[src/rtl/ul_decompress_bit.sv]
// Uplink block-floating-point decompressor: rebuilds 16-bit I/Q samples from NUM-bit mantissas
// and a per-PRB exponent, checks packet framing and keeps all sideband aligned over 3 stages.
module ul_decompress_bit #(
    parameter int NUM       = 7,
    parameter int PRB_LEN   = 12,
    parameter int MAX_SHIFT = 9
) (
    input  logic              clk,
    input  logic              rst,
    input  logic              i_sel,
    input  logic              i_sop,
    input  logic              i_eop,
    input  logic              i_vld,
    input  logic [2*NUM-1:0]  i_din,
    input  logic [3:0]        i_shift,
    input  logic [6:0]        i_slot_idx,
    input  logic [3:0]        i_symb_idx,
    input  logic [8:0]        i_prb_idx,
    input  logic [3:0]        i_ch_type,
    input  logic [7:0]        i_info,
    output logic              o_sel,
    output logic              o_sop,
    output logic              o_eop,
    output logic              o_vld,
    output logic [31:0]       o_dout,
    output logic [6:0]        o_slot_idx,
    output logic [3:0]        o_symb_idx,
    output logic [8:0]        o_prb_idx,
    output logic [3:0]        o_type,
    output logic [7:0]        o_info,
    output logic              o_err,
    output logic [15:0]       o_err_cnt
);

    localparam int PAD = 16 - NUM;

    typedef enum logic {
        IDLE,
        BODY
    } state_t;

    typedef struct packed {
        logic       sel;
        logic       sop;
        logic       eop;
        logic       vld;
        logic       err;
        logic [6:0] slot;
        logic [3:0] symb;
        logic [8:0] prb;
        logic [3:0] typ;
        logic [7:0] info;
    } ctl_t;

    state_t     state, state_nxt;
    logic [4:0] cnt, cnt_nxt;
    logic [5:0] cnt_inc;
    logic [3:0] shift_hold, shift_hold_nxt;
    logic [3:0] shift_beat;
    logic [3:0] shift_clamped;
    logic       shift_bad;
    logic       beat_err;

    ctl_t             ctl_in, ctl1, ctl2;
    logic [2*NUM-1:0] s1_din;
    logic [3:0]       s1_shift;
    logic signed [15:0] exp_i, exp_q;
    logic signed [15:0] shr_i, shr_q;
    logic [31:0]      s2_dout;

    always_ff @(posedge clk) begin
        if (rst) begin
            state      <= IDLE;
            cnt        <= '0;
            shift_hold <= '0;
        end else begin
            state      <= state_nxt;
            cnt        <= cnt_nxt;
            shift_hold <= shift_hold_nxt;
        end
    end

    // A sop beat is decoded with its own (clamped) exponent; every other beat uses the held one.
    always_comb begin
        state_nxt      = state;
        cnt_nxt        = cnt;
        shift_hold_nxt = shift_hold;
        shift_beat     = shift_hold;
        beat_err       = 1'b0;
        cnt_inc        = {1'b0, cnt} + 6'd1;
        shift_bad      = (i_shift > 4'(MAX_SHIFT));
        shift_clamped  = shift_bad ? 4'(MAX_SHIFT) : i_shift;

        if (i_vld) begin
            if (i_sop) begin
                shift_beat     = shift_clamped;
                shift_hold_nxt = shift_clamped;
                beat_err       = shift_bad || (state == BODY);
                if (i_eop) begin
                    state_nxt = IDLE;
                    cnt_nxt   = '0;
                    if (PRB_LEN != 1) begin
                        beat_err = 1'b1;
                    end
                end else begin
                    state_nxt = BODY;
                    cnt_nxt   = 5'd1;
                end
            end else if (state == IDLE) begin
                beat_err = 1'b1;
            end else if (i_eop) begin
                state_nxt = IDLE;
                cnt_nxt   = '0;
                if (cnt_inc != 6'(PRB_LEN)) begin
                    beat_err = 1'b1;
                end
            end else if (cnt_inc > 6'(PRB_LEN)) begin
                beat_err = 1'b1;
                cnt_nxt  = 5'(PRB_LEN);
            end else begin
                cnt_nxt = cnt_inc[4:0];
            end
        end
    end

    always_comb begin
        ctl_in.sel  = i_sel;
        ctl_in.sop  = i_sop;
        ctl_in.eop  = i_eop;
        ctl_in.vld  = i_vld;
        ctl_in.err  = beat_err;
        ctl_in.slot = i_slot_idx;
        ctl_in.symb = i_symb_idx;
        ctl_in.prb  = i_prb_idx;
        ctl_in.typ  = i_ch_type;
        ctl_in.info = i_info;
    end

    always_ff @(posedge clk) begin
        if (rst) begin
            ctl1     <= '0;
            s1_din   <= '0;
            s1_shift <= '0;
        end else begin
            ctl1     <= ctl_in;
            s1_din   <= i_din;
            s1_shift <= shift_beat;
        end
    end

    // Mantissa is placed in the top bits so the arithmetic right shift restores magnitude.
    always_comb begin
        exp_i = signed'({s1_din[2*NUM-1 -: NUM], {PAD{1'b0}}});
        exp_q = signed'({s1_din[NUM-1:0], {PAD{1'b0}}});
        shr_i = exp_i >>> s1_shift;
        shr_q = exp_q >>> s1_shift;
    end

    always_ff @(posedge clk) begin
        if (rst) begin
            ctl2    <= '0;
            s2_dout <= '0;
        end else begin
            ctl2    <= ctl1;
            s2_dout <= {shr_i, shr_q};
        end
    end

    always_ff @(posedge clk) begin
        if (rst) begin
            o_sel      <= 1'b0;
            o_sop      <= 1'b0;
            o_eop      <= 1'b0;
            o_vld      <= 1'b0;
            o_err      <= 1'b0;
            o_dout     <= '0;
            o_slot_idx <= '0;
            o_symb_idx <= '0;
            o_prb_idx  <= '0;
            o_type     <= '0;
            o_info     <= '0;
            o_err_cnt  <= '0;
        end else begin
            o_sel      <= ctl2.sel;
            o_sop      <= ctl2.sop;
            o_eop      <= ctl2.eop;
            o_vld      <= ctl2.vld;
            o_err      <= ctl2.err;
            o_dout     <= ctl2.vld ? s2_dout : 32'd0;
            o_slot_idx <= ctl2.slot;
            o_symb_idx <= ctl2.symb;
            o_prb_idx  <= ctl2.prb;
            o_type     <= ctl2.typ;
            o_info     <= ctl2.info;
            if (ctl2.err && (o_err_cnt != 16'hFFFF)) begin
                o_err_cnt <= o_err_cnt + 16'd1;
            end
        end
    end

endmodule

[config.mk]
export PLATFORM = sky130hd
export DESIGN_NAME = ul_decompress_bit
export DESIGN_NICKNAME = d
export VERILOG_FILES = /design/src/rtl/ul_decompress_bit.sv
export SDC_FILE = /design/constraint.sdc
export NUM_CORES = 1
export LEC_CHECK = 0
export ABC_CLOCK_PERIOD_IN_PS = 1890
export CORE_MARGIN = 3
export CORE_UTILIZATION = 40
export DETAILED_ROUTE_END_ITERATION = 8
export GPL_TIMING_DRIVEN = 0
export PLACE_DENSITY = 0.74
export SLEW_MARGIN = 0
export SYNTH_ARGS = -nofsm -noshare
export SYNTH_HDL_FRONTEND = slang
export SYNTH_SLANG_ARGS = --single-unit
[constraint.sdc]
create_clock -name clk -period 1.89 [get_ports clk]
set_input_delay 0.4725 -clock clk [delete_from_list [all_inputs] [get_ports clk]]
set_output_delay 0.4725 -clock clk [all_outputs]
set_load 0.03 [all_outputs]
Metal 1:
Drawn at 3 px/um. Supply wires on this layer in grey.
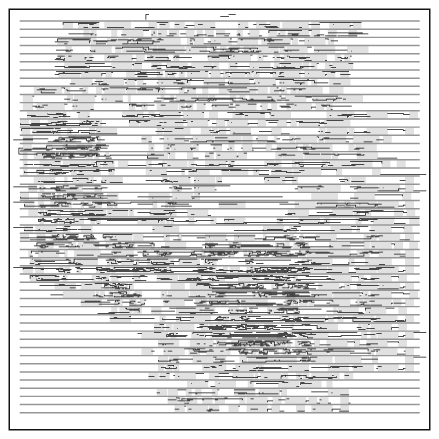
- main direction: horizontal
- share of all routed wire: 43%
- wire length on this layer: 6580 um
- nets with wire on the layer: 792
met1 layer usage reported by global route: 0.196
total via count in the routed design: 5055
aggregate routed wire length: 15300 um

==> summary.rpt <==
STATUS
--------------------------------------------------------------------------------
Result of the run .................................................    completed

POWER
--------------------------------------------------------------------------------
Pwr/cell area ..................................................... 1000 nW/um^2
Post-layout total power ...........................................      9.47 mW

FINISH
--------------------------------------------------------------------------------
Most frequent logic cells in the routed design .................... dfxtp_1 (214), nor2b_1 (134), dlygate4sd2_1 (79)
Proportion of cell area occupied by multi-input gates .............        0.284
Share of layout cells above drive strength 1 ......................       0.0967
Number of ordinary and repair buffers in the finished layout ......          176
Final core utilization ............................................        0.542

WORST SETUP PATH
--------------------------------------------------------------------------------
Highest-delay cell along the critical path ........................      dfxtp_1
Category of the most critical setup path .......................... flip-flop to primary output
Crit-path max FO ..................................................            8
Worst r2r src ..................................................... s1_shift[0]$_SDFFE_PP0P_

CLOCK NETWORK
--------------------------------------------------------------------------------
Post-CTS Hold Fix Bufs ............................................            0
Root buf cell .....................................................    clkbuf_16

SYNTH
--------------------------------------------------------------------------------
Share of async-settable or async-resettable flops after synthesis .            0
Distinct lib cells ................................................           50
Fraction of synthesized area in multiplexers ......................       0.0623
Cells taking the most area after synthesis ........................ dfxtp_1 (60%), nor2b_1 (12%), and2_1 (3.2%)

PLACE
--------------------------------------------------------------------------------
Final weighted congestion in routability-driven placement .........        0.923

GLOBAL ROUTE
--------------------------------------------------------------------------------
Most congested layer reported by global routing ...................         met2

ROUTING
--------------------------------------------------------------------------------
WL met1 ...........................................................      6580 um
Drt via density ...................................................         4.76

MIN PATH
--------------------------------------------------------------------------------
Worst min-delay path class ........................................ input pin to flip-flop
Worst min-delay path startpoint ...................................        i_eop

STA
--------------------------------------------------------------------------------
Maximum clock frequency ...........................................    0.547 GHz

FLOORPLANNING
--------------------------------------------------------------------------------
Count of inserted tapcells ........................................          225

Nets reached from selected ports:
Drawn at 2 px/um.
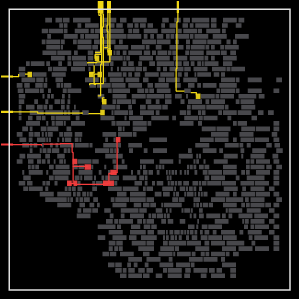
- yellow: i_info (bits 8; direction input; end cells 8; buffers 8; wire 300 um)
- red: i_eop (bits 1; direction input; end cells 8; buffers 1; wire 107 um)
I/O pin count: 141
count of buffers from port buffering: 138

## registers in the layout, indices dropped and copies added (netlist names), 8 cells and up
signal,count
o_err_cnt,16
s1_din,14
o_dout,32
ctl2,37
o_prb_idx,9
s2_dout,32
o_info,8
ctl1,37
## worst max path at each step
stage | from | cells past startpoint | endpoint
2_1_floorplan | o_err_cnt[7]$_SDFFE_PP0P_ | 5 | o_err_cnt[13]$_SDFFE_PP0P_
3_3_place_gp | rst | 5 | s2_dout[26]$_SDFF_PP0_
3_5_place_dp | rst | 5 | s2_dout[26]$_SDFF_PP0_
4_1_cts | o_err_cnt[11]$_SDFFE_PP0P_ | 1 | o_err_cnt[11]
5_1_grt | o_err_cnt[11]$_SDFFE_PP0P_ | 1 | o_err_cnt[11]
6_report | o_err_cnt[11]$_SDFFE_PP0P_ | 1 | o_err_cnt[11]
Power and IR drop assume default switching activity.
